### config.mk
export PLATFORM = sky130hd
export DESIGN_NAME = eaglesong_sponge_ctrl
export DESIGN_NICKNAME = d
export VERILOG_FILES = /design/src/rtl/eaglesong_sponge_ctrl.sv
export SDC_FILE = /design/constraint.sdc
export NUM_CORES = 2
export LEC_CHECK = 0
export CAP_MARGIN = 10
export CORE_AREA = 2 2 612 614
export DETAILED_ROUTE_END_ITERATION = 12
export DIE_AREA = 0 0 614 616
export PLACE_DENSITY = 0.34
export SYNTH_ARGS = -nofsm -noshare
export SYNTH_HDL_FRONTEND = slang
export SYNTH_SLANG_ARGS = --single-unit
### constraint.sdc
create_clock -name clk -period 17.9 [get_ports clk]
set_input_delay 1.79 -clock clk [delete_from_list [all_inputs] [get_ports clk]]
set_output_delay 1.79 -clock clk [all_outputs]
set_load 0.01 [all_outputs]
### src/rtl/eaglesong_sponge_ctrl.sv
// Eaglesong sponge controller: absorbs 256-bit rate blocks into a 16-word state,
// sequences the external permutation one round at a time and presents the digest.
module eaglesong_sponge_ctrl #(
   parameter int unsigned NUM_ROUNDS  = 43,
   parameter int unsigned RATE_WORDS  = 8,
   parameter int unsigned STATE_WORDS = 16
) (
   input  logic                     clk,
   input  logic                     reset,
   input  logic                     blk_valid,
   output logic                     blk_ready,
   input  logic [32*RATE_WORDS-1:0] blk_data,
   input  logic                     blk_last,
   output logic [31:0]              perm_state_in [STATE_WORDS],
   output logic [5:0]               perm_round_num,
   output logic                     perm_start,
   input  logic [31:0]              perm_state_out [STATE_WORDS],
   input  logic                     perm_done,
   output logic                     digest_valid,
   output logic [32*RATE_WORDS-1:0] digest,
   input  logic                     digest_ready,
   output logic                     busy
);

   localparam logic [5:0] LastRound = 6'(NUM_ROUNDS - 1);

   typedef enum logic [1:0] {
      StIdle,
      StRun,
      StWait,
      StOut
   } fsm_e;

   fsm_e        fsm_q, fsm_d;
   logic [5:0]  round_q, round_d;
   logic        last_q, last_d;
   logic [31:0] state_q [STATE_WORDS];
   logic [31:0] state_d [STATE_WORDS];

   // State register, round counter, last flag and sponge state.
   always_ff @(posedge clk or posedge reset) begin
      if (reset) begin
         fsm_q   <= StIdle;
         round_q <= '0;
         last_q  <= 1'b0;
         for (int unsigned i = 0; i < STATE_WORDS; i++) begin
            state_q[i] <= '0;
         end
      end else begin
         fsm_q   <= fsm_d;
         round_q <= round_d;
         last_q  <= last_d;
         state_q <= state_d;
      end
   end

   // Next-state, absorb/write-back datapath and handshake outputs.
   always_comb begin
      fsm_d        = fsm_q;
      round_d      = round_q;
      last_d       = last_q;
      state_d      = state_q;
      blk_ready    = 1'b0;
      perm_start   = 1'b0;
      digest_valid = 1'b0;
      unique case (fsm_q)
         StIdle: begin
            blk_ready = 1'b1;
            if (blk_valid) begin
               // Only the rate portion absorbs input; capacity words stay untouched.
               for (int unsigned i = 0; i < RATE_WORDS; i++) begin
                  state_d[i] = state_q[i] ^ blk_data[32*i +: 32];
               end
               last_d  = blk_last;
               round_d = '0;
               fsm_d   = StRun;
            end
         end
         StRun: begin
            perm_start = 1'b1;
            fsm_d      = StWait;
         end
         StWait: begin
            if (perm_done) begin
               state_d = perm_state_out;
               if (round_q == LastRound) begin
                  fsm_d = last_q ? StOut : StIdle;
               end else begin
                  round_d = round_q + 6'd1;
                  fsm_d   = StRun;
               end
            end
         end
         StOut: begin
            digest_valid = 1'b1;
            if (digest_ready) begin
               // Clear the whole sponge so the next message starts fresh.
               for (int unsigned i = 0; i < STATE_WORDS; i++) begin
                  state_d[i] = '0;
               end
               fsm_d = StIdle;
            end
         end
         default: fsm_d = StIdle;
      endcase
   end

   // Digest is the rate portion of the state, packed like blk_data.
   always_comb begin
      digest = '0;
      for (int unsigned i = 0; i < RATE_WORDS; i++) begin
         digest[32*i +: 32] = state_q[i];
      end
   end

   assign perm_state_in  = state_q;
   assign perm_round_num = round_q;
   assign busy           = (fsm_q != StIdle);

endmodule
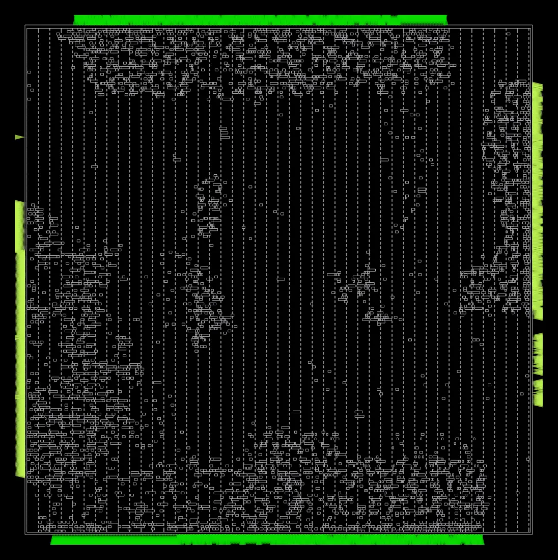
**Above:** cell outlines without signal wires.
number of fillers in the final layout: 42100
layout sequential cell count: 521
number of standard-cell rows in the floorplan: 224

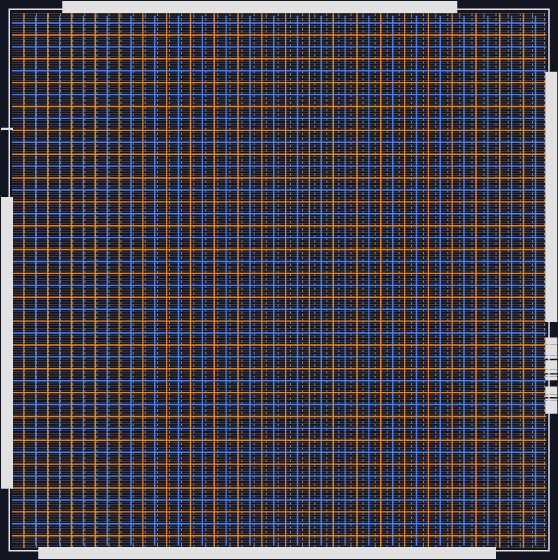
**Above:** power grid.
Pins as bars on the die edge. Tap cells in grey.
[blue] VDD
[orange] VSS
met4 straps: 44
met5 straps: 44
rows: 224
area of the core: 371000 um^2
vertical extent of the die: 616 um
worst vdd rail ir drop: 0.0958 mV

==> results.txt <==
Entry: Yosys synthesis followed by OpenROAD place and route.

Outcome:
- The run finished with clean final reports.

Worst setup path:
- The run puts the worst reg-to-reg setup slack at 12760 ps.
- The run gives the logic depth of the worst setup path including buffers as 8.
- The run puts the worst endpoint required time at 18540 ps.
- Broken down by cell family, the worst path's largest delay share belongs to buffers and inverters.
- The run gives the endpoint of the worst register-to-register path as perm_state_in[126]$_DFFE_PP0P_.
- The run gives the count of buffering cells on the critical path with inverters included as 4.
- The run gives the worst reg2reg path startpoint as fsm_q[1]$_DFFE_PP0P_.
- The capture point of the critical path was reported as digest[173]$_DFFE_PP0P_.
- The report puts the cell count of the worst reg-to-reg path at 6.
- By instance count, the cell type seen most on the critical path is sky130_fd_sc_hd__buf_4.
- Walking the worst path, the cells encountered are clkdlybuf4s50_1 -> mux2i_1 -> o21a_4 -> buf_4 -> buf_4 -> buf_4 -> o21ai_0 -> o21ai_0.
- The run gives the largest stage delay on the critical path as 980 ps.
- The run gives the data arrival at the endpoint of the critical path as 5880 ps.
- Looking at the setup timing report, the critical path kind is in2reg.
- The run gives the startpoint of the most critical setup path as perm_done.
- The run gives the cell with the largest stage delay on the worst path as sky130_fd_sc_hd__buf_4.
- The worst setup path is launched from an input port.
- The worst setup path is captured at a flip-flop.
- Along the worst path, the maximum fanout reaches 128.

Final timing:
- The run gives the total of endpoints with negative setup slack in the final report as 0.
- Timing would allow up to 191 MHz.
- The run puts the aggregate negative setup slack at 0 ps.
- The run gives the worst-margin pin slew as 1190 ps.
- The run gives the worst-case clock skew as 62.0 ps.
- In the post-route analysis, the smallest setup slack over all paths is 12660 ps.
- Hold timing on the final database bottoms out at a slack of 505 ps.
- The slew check shows that the tightest pin keeps a relative margin of 20.5%.
- Dividing the final minimum period by the clock period gives 29.3%.
- Setup repair after global routing left no endpoint under its margin.
- The worst path needs 5240 ps of the cycle, external delays included.
- For reference, the final report shows the max-slew violation count at 0.
- The run puts the final hold violation count at 0.

Placed design:
- The run puts the worst setup slack after placement at 11840 ps.
- At the end of routability-driven placement, the weighted congestion stood at 0.915.
- Port buffering added 1551 buffers.
- The HPWL after detailed placement is 252000 um.
- The run gives the cell count after placement as 8660.
- The run gives the post-placement cell area as 44500 um^2.

Cells and area:
- The run puts the area taken by flip-flops and latches at 13000 um^2.
- The run gives the layout inverter count without the clock tree as 55.
- The run puts the area occupied by multi-input gates at 9240 um^2.
- The run gives the count of buffers not belonging to the clock network in the layout as 1579.
- The run puts the number of antenna repair diodes at 26.
- The run gives the count of non-filler cells in the finished layout as 8837.
- The run gives the combinational fraction of the cell area as 19.5%.
- The run gives the portion of the layout cell area used by non-clock buffers as 33.3%.
- The run gives the clock buffer count in the final layout as 118.
- The run gives the proportion of layout cells with a drive suffix above 1 as 5.81%.
- The top cell type in the final layout, fill and taps aside, is sky130_fd_sc_hd__clkdlybuf4s50_1.
- The run gives the multi-input combinational gate total as 1533.
- Relative to the synthesized area, the layout overhead comes to 87.3%.
- By instance count after routing, the leading logic cell types are sky130_fd_sc_hd__clkdlybuf4s50_1, sky130_fd_sc_hd__dfrtp_1, sky130_fd_sc_hd__o21ai_0, sky130_fd_sc_hd__nor2_1, sky130_fd_sc_hd__a22o_1.
- At the end of the flow, the number of nets in the layout was 4551.
- By area, buffers come first.
- In the final layout, clock buffers and inverters account for 6.06% of the cell area.

Power and ir drop:
- The run gives the clock network fraction of total power as 20.5%.
- Per report_power, the Sequential row totals 2.40 mW.
- The power report puts the net switching power at 4.00 mW.
- The run puts the combinational cell fraction of total power at 52.4%.
- The flow reports that sequential cells draw 27.1% of the design power.
- The run puts the total power of the final layout at 8.84 mW.
- In this run the power density over the cells is 186 nW/um^2.
- The run gives the power of the combinational group as 4.64 mW.
- The run puts the design internal power at 4.84 mW.
- The largest part of the power goes to combinational logic.
- The run gives the power attributed to the clock group as 1.81 mW.
- The run puts the standby leakage power at 17.4 nW.
- In this run switching power makes up 45.3% of total power.

Floorplanning:
- The run puts the inserted tap cell count at 4972.
- In the floorplan report the effective utilization is 6.82%.
- The run puts the width of the die at 614 um.
- The run gives the number of top-level design ports as 1552.
- The run puts the area of the die at 378000 um^2.

Global route:
- The run gives the maximum number of pins on one net before global-route repair as 197.
- Global routing finished with a remaining overflow of 0.
- The run gives the global routing usage summed across all routing layers as 15.0%.
- The number of antenna violations at the first check in global routing came to 281.
- The run gives the first-pass GRT wire length as 359000 um.
- The run puts the via count of the first global-routing pass at 26000.

Synth:
- Yosys mapped a number of flops with a built-in enable equal to 0.
- The run puts the distinct cell type count after synthesis at 40.
- The run gives the average cell area after synthesis as 9.87 um^2.
- After synthesis, the design contains 2565 cells according to Yosys.
- After synthesis, the share of flip-flops with an asynchronous set or reset is 100%.
- The run gives the register bit count reported by yosys as 521.
- The run puts the chip area in the Yosys report at 25300 um^2.
- Per Yosys stat, the portion of area used by sequential elements is 51.5%.
- By count the netlist is led by sky130_fd_sc_hd__dfrtp_1, sky130_fd_sc_hd__o21ai_0, sky130_fd_sc_hd__nor2_1.
- For this run the top cell type by instance count after synthesis was sky130_fd_sc_hd__dfrtp_1.
- The run puts the post-synth net total at 3341.
- The run gives the top cell type by total area after synthesis as sky130_fd_sc_hd__dfrtp_1.
- The run gives the proportion of netlist area held by the largest area contributor as 51.5%.
- The run puts the warning count from the yosys run at 0.
- After synthesis the cells add up to 25300 um^2.
- The run gives the main flop type after synthesis as sky130_fd_sc_hd__dfrtp_1.
- The run gives the instance tally after logic synthesis as 2565.
- By area the synthesized netlist is led by sky130_fd_sc_hd__dfrtp_1, sky130_fd_sc_hd__a22o_1, sky130_fd_sc_hd__o21ai_0, sky130_fd_sc_hd__buf_4, sky130_fd_sc_hd__nor2_1.

Clocking:
- The tree built by TritonCTS fans out to 521 sinks.
- The run gives the count of hold-fix buffers inserted at cts as 0.
- Post-CTS repair ended up resizing 0 cells.
- The run gives the number of buffers created by CTS as 85.
- The run gives the register clock-pin slew on the reported worst setup and hold paths as 50 ps.
- The run gives the clock tree from TritonCTS as done.
- The run gives the number of H-tree levels as 3.
- The cell sitting at the root of the clock tree is a sky130_fd_sc_hd__clkbuf_16.
- The run gives the buffer levels on the longest clock path as 4.
- The run gives the clock insertion delay at the later pin of the skew report as 790 ps.
- After clock tree synthesis, the setup repair step added 0 buffers.

Worst hold path:
- The run puts the depth of the worst hold-timing path at 1.
- Checking hold timing, the worst path is listed with class reg2reg.
- The worst hold path begins at perm_state_in[246]$_DFFE_PP0P_.

Route:
- The run gives the final wirelength as 296000 um.
- The run puts the residual antenna-violating net count after detailed routing at 0.
- The run gives the number of DRC violations after detailed-routing iteration 0 as 2418.
- The run gives the DRC violations left as 0.
- The run puts the average vias per placed instance at 3.18.
- The run gives the number of detailed-route iterations in the first pass as 5.
- The routed layout has 28100 vias.
- In the final routed layout, each cell accounts on average for 33.5 um.

Job:
- The report counts max-capacitance violations totalling 0.
- The run puts the warning total across the stage logs at 43.
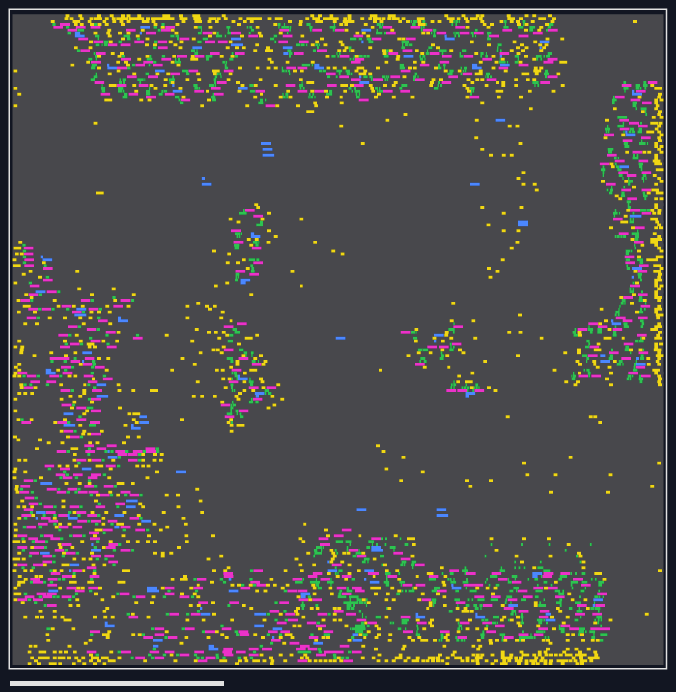
**Above:** placed cells, one colour a class.
Scale bar: 200 um. Fill, decap, tap and diode cells in grey.
[yellow] other buffers and delay cells | cells: 1579 | share of their area: 38%
[green] combinational and other logic | cells: 1588 | share of their area: 23%
[magenta] flops | cells: 521 | share of their area: 32%
[blue] clock drivers and dummy loads | cells: 151 | share of their area: 7.0%
Non-Filler Cell Area, Final: 47400 um^2
register fraction of the total cell area: 27.5%
Final Util: 12.8%

[logic make-up after synthesis]
| group | Yosys count | synth area share, % |
|---|---|---|
| muxes | 4 | 0.173 |
| and+or+nand+nor | 492 | 7.77 |
| DFF | 521 | 51.5 |
| AOI/OAI and AO/OA | 1035 | 28.3 |
| adders and majority gates | 2 | 0.0988 |
| buffers and inverters | 511 | 12.2 |
[per-layer routing]
metal	share of wire (%)	global-route usage (%)	wire length, um	vias up
met1	38	16.8	111000	14200
met3	11	7.57	34000	630
met4	2.3	3.01	6860	74
met5	0.17	0	511	-
met2	48	25.5	143000	1777
li1	-	-	-	11500
[sequential cells by signal, indices dropped and copies added (netlist names)]
name,count
perm_state_in,256
last_q,1
digest,256
perm_round_num,6
fsm_q,2
Power is estimated from default activity; no workload was simulated.
